## config.mk

```make
export PLATFORM = sky130hd
export DESIGN_NAME = mult_operand_gate
export DESIGN_NICKNAME = d
export VERILOG_FILES = /design/src/rtl/mult_operand_gate.sv
export SDC_FILE = /design/constraint.sdc
export NUM_CORES = 1
export LEC_CHECK = 0
export ABC_AREA = 1
export CAP_MARGIN = 20
export CORE_AREA = 2 2 62 64
export CTS_CLUSTER_DIAMETER = 150
export DETAILED_ROUTE_END_ITERATION = 8
export DIE_AREA = 0 0 64 66
export PLACE_DENSITY = 0.82
export SYNTH_ARGS = -nofsm -noshare
export SYNTH_HDL_FRONTEND = slang
export SYNTH_SLANG_ARGS = --single-unit
```

## constraint.sdc

```tcl
create_clock -name clk -period 2.5 [get_ports clk]
set_input_delay 0.5 -clock clk [delete_from_list [all_inputs] [get_ports clk]]
set_output_delay 0.5 -clock clk [all_outputs]
set_load 0.02 [all_outputs]
```

## src/rtl/mult_operand_gate.sv

```systemverilog
// Operand-isolation and result-capture stage around a combinational multiplier.
// Optional saturating statistics counters are built when MULT_OPERAND_GATE_STATS_EN is defined.
module mult_operand_gate #(
    parameter int unsigned WIDTH = 4,
    parameter int unsigned CNT_W = 16
) (
    input  logic                 clk,
    input  logic                 rst_n,
    input  logic                 in_valid,
    output logic                 in_ready,
    input  logic [WIDTH-1:0]     in_a,
    input  logic [WIDTH-1:0]     in_b,
    output logic [WIDTH-1:0]     mul_a,
    output logic [WIDTH-1:0]     mul_b,
    input  logic [2*WIDTH-1:0]   mul_y,
    output logic                 gate_en,
    output logic                 out_valid,
    input  logic                 out_ready,
    output logic [2*WIDTH-1:0]   out_y,
    output logic                 out_skip,
    output logic [CNT_W-1:0]     stat_total,
    output logic [CNT_W-1:0]     stat_skip
);

    localparam int unsigned PW = 2 * WIDTH;

    typedef enum logic [1:0] {
        IDLE = 2'd0,
        CALC = 2'd1,
        HOLD = 2'd2
    } state_t;

    state_t           state, state_d;
    logic [WIDTH-1:0] mul_a_d, mul_b_d;
    logic [PW-1:0]    out_y_d;
    logic             out_valid_d, out_skip_d, gate_en_d;
    logic             ops_loaded, ops_loaded_d;
    logic             accept_c, zero_c, repeat_c, skip_c;

    // Ready is combinational so a held result can be replaced in the same cycle it is taken.
    assign in_ready = rst_n & ((state == IDLE) | ((state == HOLD) & out_ready));
    assign accept_c = in_valid & in_ready;
    assign zero_c   = (in_a == '0) | (in_b == '0);
    assign repeat_c = ops_loaded & (in_a == mul_a) & (in_b == mul_b);
    assign skip_c   = zero_c | repeat_c;

    // State and datapath registers.
    always_ff @(posedge clk) begin
        if (!rst_n) begin
            state      <= IDLE;
            mul_a      <= '0;
            mul_b      <= '0;
            out_y      <= '0;
            out_valid  <= 1'b0;
            out_skip   <= 1'b0;
            gate_en    <= 1'b0;
            ops_loaded <= 1'b0;
        end else begin
            state      <= state_d;
            mul_a      <= mul_a_d;
            mul_b      <= mul_b_d;
            out_y      <= out_y_d;
            out_valid  <= out_valid_d;
            out_skip   <= out_skip_d;
            gate_en    <= gate_en_d;
            ops_loaded <= ops_loaded_d;
        end
    end

    // Next-state and next-output logic; acceptance overrides the per-state defaults.
    always_comb begin
        state_d      = state;
        mul_a_d      = mul_a;
        mul_b_d      = mul_b;
        out_y_d      = out_y;
        out_valid_d  = out_valid;
        out_skip_d   = out_skip;
        gate_en_d    = 1'b0;
        ops_loaded_d = ops_loaded;

        case (state)
            IDLE: ;
            CALC: begin
                out_y_d     = mul_y;
                out_skip_d  = 1'b0;
                out_valid_d = 1'b1;
                state_d     = HOLD;
            end
            HOLD: begin
                if (out_ready) begin
                    out_valid_d = 1'b0;
                    state_d     = IDLE;
                end
            end
            default: state_d = IDLE;
        endcase

        if (accept_c) begin
            if (zero_c) begin
                out_y_d     = '0;
                out_skip_d  = 1'b1;
                out_valid_d = 1'b1;
                state_d     = HOLD;
            end else if (repeat_c) begin
                out_y_d     = mul_y;
                out_skip_d  = 1'b1;
                out_valid_d = 1'b1;
                state_d     = HOLD;
            end else begin
                mul_a_d      = in_a;
                mul_b_d      = in_b;
                ops_loaded_d = 1'b1;
                gate_en_d    = 1'b1;
                out_valid_d  = 1'b0;
                state_d      = CALC;
            end
        end
    end

`ifdef MULT_OPERAND_GATE_STATS_EN
    logic [CNT_W-1:0] total_q, skip_q;

    // Saturating counters of accepted and skipped pairs.
    always_ff @(posedge clk) begin
        if (!rst_n) begin
            total_q <= '0;
            skip_q  <= '0;
        end else if (accept_c) begin
            if (total_q != '1) total_q <= total_q + CNT_W'(1);
            if (skip_c && (skip_q != '1)) skip_q <= skip_q + CNT_W'(1);
        end
    end

    assign stat_total = total_q;
    assign stat_skip  = skip_q;
`else
    assign stat_total = '0;
    assign stat_skip  = '0;
`endif

endmodule
```

port_trees.png
Scale: 8 px per µm.
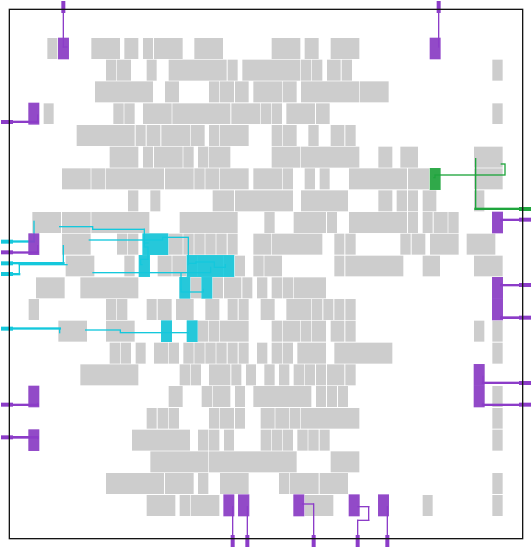
- `stat_skip`: purple (bits 16; direction output; end cells 16; wire 62.4 µm)
- `in_b`: cyan (bits 4; direction input; end cells 9; wire 101 µm)
- `out_ready`: green (bits 1; direction input; end cells 1; wire 22.7 µm)
I/O Buffers: 39
num ports: 72

class_map.png
Scale: 4 px per µm.
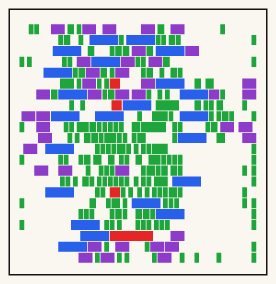
- remaining logic cells: green (cells 203)
- remaining buffers and delay cells: purple (cells 40)
- registers: blue (cells 22)
- clock drivers and dummy loads: red (cells 4)
total core area: 3550 µm²
fraction of the core area covered by cells at the end of the flow: 0.520
share of cell area taken by flip-flops and latches: 0.239
post-route cell area: 1850 µm²

clock_nets.png
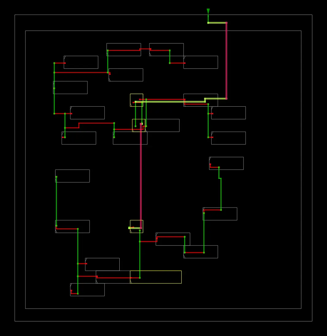
Seq cells: 22
number of buffers created by CTS: 3
worst skew pair latency: 0.32 ns

clock_wires.png
Scale: 8 px per µm.
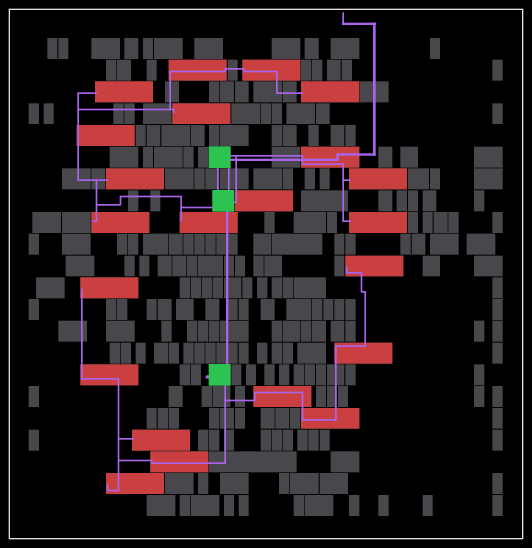
- flip-flops: red (count 22)
- clock wires: purple (length 293 µm)
- clock-net drivers: green (count 3)
- routed clock nets: 4
clock group power: 277 µW
share of power burned in the clock network: 0.287
skew final: 0.00713 ns

m3.png
Scale: 6 px per µm. Cells faint in the background.
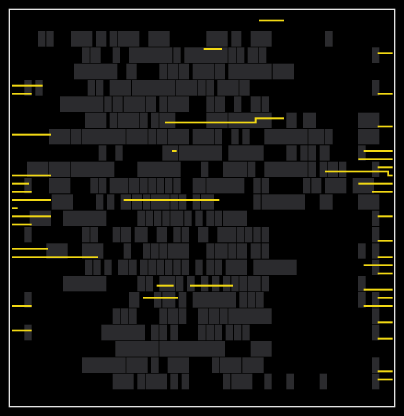
- wire length on this layer: 197 µm
- share of all routed wire: 6.4%
- longest straight run: 15.6 µm
met3 global-route usage: 0.0256
total length of routed wires: 3.08 mm
overall via count from detail_route: 1368

==> run notes <==
On the backend side, the flow ran end to end.

The area growth from synthesis to final layout stands at 24.4%. Of the cells placed in the final design, the portion with a size suffix greater than 1 is 0.0855. In this run the critical register-to-register path is captured at out_y[4]. The floorplan step records an initial core utilization of 0.418. The warning total across the stage logs stands at 26. The number of routed nets with antenna violations stands at 0. The aggregate negative setup slack stands at 0 ns. Per the CTS log, the maximum H-tree level is 1. The number of antenna violations at the first check in global routing came to 0. The cell count along the critical path stands at 6. For reference, the final report shows the max-slew violation count at 0. The total global-route track usage stands at 0.148. The number of DRC markers in iteration 0 stands at 48. For this run the aggregate overflow at the end of global routing stands at 0. The setup slack of the worst register-to-register path stands at 1.01 ns.

The flow ran to the end, and the final reports show no timing, DRC or antenna violations. The pin count of the biggest net entering global routing stands at 20. The synthesized netlist occupies a cell area of 1480 µm². Per the synth stats, the flop cell with the highest instance count is sky130_fd_sc_hd__dfxtp_1. The worst register-to-register path begins at mul_b[2]. Static timing analysis puts the maximum clock frequency at 438 MHz. The worst path meets setup with 0.215 ns of slack.

According to the dpl log, the detail-placed design has an HPWL of 2.41 mm. The diode insertion count for antenna repair stands at 0. The worst hold path belongs to the class reg -> reg. The biggest fanout along the worst timing path stands at 2. Setup repair after global routing left no endpoint under its margin. Subtracting the final worst setup slack from the clock period gives 2.29 ns. The critical path starts at out_ready.

TritonCTS built the clock tree. The die covers 4220 µm². The peak ir drop on the vdd network stands at 231 µV. The synthesized netlist cell count stands at 230. The placer's final routability congestion estimate stands at 0.840. The largest total area in the synthesized netlist belongs to sky130_fd_sc_hd__dfxtp_1.

In the synthesized netlist the async set-or-reset flop fraction comes to 0. The kind of cell with the highest combined delay along the critical path is buffers and inverters. The total clock sinks stands at 22. Data on the critical path is required at its endpoint by 2.00 ns. The clock slew seen by the registers of the worst setup and hold paths stands at 0.13 ns. The setup path with the least slack is of type in -> out.

The power density of the placed cells stands at 523 nW/µm². The via count of the first global-routing pass stands at 1275. The number of distinct standard cells referenced by the synthesized netlist stands at 23. Per the finish-stage timing summary, setup violations number 0. The sequential cell area fraction in the yosys report stands at 0.297. The clock passes through at most 2 buffers. The filler cell count in the final layout stands at 345.

The fraction of the cycle the final worst path needs stands at 0.914. The area fraction of the largest cell type after synthesis is 0.297. The synthesis warning total stands at 0.

The cell sitting at the root of the clock tree is a sky130_fd_sc_hd__clkbuf_4. For this design, the CTS-stage hold fixing added 0 buffers. By area the synthesized netlist is led by sky130_fd_sc_hd__dfxtp_1 30%, sky130_fd_sc_hd__buf_4 16%, sky130_fd_sc_hd__nand2_1 13%. Looking at the global route congestion table, the highest-usage layer is met2.

The routed wirelength normalized by instance count stands at 9.71 µm. According to the floorplan report, the die width is 64 µm. The synthesis stats list as the most numerous cell sky130_fd_sc_hd__nand2_1.

The worst setup path is captured at an output port. Before antenna repair, the detailed router went through 4 iterations. In this design, the critical path's most frequently occurring cell is sky130_fd_sc_hd__clkdlybuf4s50_1. The synthesized netlist has a Yosys-reported chip area of 1480 µm². The longest individual stage delay on the worst path stands at 0.59 ns. The count of buffers added by post-CTS timing repair for setup stands at 0. For reference, the critical path cell chain is clkdlybuf4s50_1 -> inv_1 -> nand2_1 -> nand3_1 -> inv_2 -> clkdlybuf4s50_1.

The tally of max-capacitance violations stands at 0. The number of gates resized after CTS was 0. The number of design rule violations left after detail routing stands at 0.

For this run, global-route usage on met1 was measured as 0.175. The number of enable flip-flop cells stands at 0.
## routing by layer
metal | wire length, µm | up-vias
met3 | 197 | 4
met5 | 0 | -
met2 | 1510 | 48
met1 | 1330 | 599
li1 | - | 717
met4 | 38 | 0
## tightest hold or removal path: stages (launching register included)
cell and delay, ns:
sky130_fd_sc_hd__dfxtp_1 0.34, sky130_fd_sc_hd__nand2_1 0.06, sky130_fd_sc_hd__a21oi_1 0.05
## final cells by class
class / count / area (µm²) / area share
clock inverters: 1 / 30.0 / 0.0163
clock buffers: 3 / 22.5 / 0.0122
inverters: 35 / 131 / 0.0712
repair buffers: 40 / 398 / 0.216
multi-input cells: 168 / 763 / 0.414
well taps: 48 / 60.1 / 0.0325
flip-flops and latches: 22 / 440 / 0.239
## worst min-delay path by stage
stage | to | startpoint | depth (start not counted)
2_1_floorplan | state[1] | state[1] | 2
3_3_place_gp | out_valid | out_valid | 2
3_5_place_dp | out_valid | out_valid | 2
4_1_cts | out_valid | out_valid | 2
5_1_grt | out_valid | out_valid | 2
6_report | out_valid | out_valid | 2
## power breakdown
group	internal, µW	switching (µW)
Sequential	377	18.7
Combinational	115	177
Clock	162	115
## kinds of logic after synthesis
group | count (synthesis) | share of synthesized area
xor gates and xnor gates | 1 | 0.00590
and+or+nand+nor | 119 | 0.360
AOI/OAI and AO/OA | 16 | 0.0675
DFF | 22 | 0.297
other | 1 | 0.00253
buffers and inverters | 71 | 0.267
## cells in the final DEF (no fill, tap or decap), types with 2 or more instances in the layout
cell type and count:
sky130_fd_sc_hd__a21oi_1 12, sky130_fd_sc_hd__clkbuf_4 3, sky130_fd_sc_hd__clkdlybuf4s50_1 39, sky130_fd_sc_hd__conb_1 32
sky130_fd_sc_hd__dfxtp_1 22, sky130_fd_sc_hd__inv_1 29, sky130_fd_sc_hd__inv_2 6, sky130_fd_sc_hd__nand2_1 53
sky130_fd_sc_hd__nand2_2 3, sky130_fd_sc_hd__nand3_1 21, sky130_fd_sc_hd__nand3_2 2, sky130_fd_sc_hd__nand4_1 3
sky130_fd_sc_hd__nor2_1 32, sky130_fd_sc_hd__nor2_4 2, sky130_fd_sc_hd__o21ai_2 2
## registers in the layout, summed over array words and instances (netlist names)
name / count
gate_en: 1
mul_a: 4
mul_b: 4
ops_loaded: 1
out_skip: 1
out_valid: 1
out_y: 8
state: 2
## per-stage QoR
step,hold WS [ns],power (µW),instances
after CTS,0.483,975,317
after global placement,0.459,690,313
after global routing,0.526,1020,317
after detailed placement,0.464,697,313
after floorplan,0.506,631,261
final,0.477,966,317
Power and IR drop assume default switching activity.
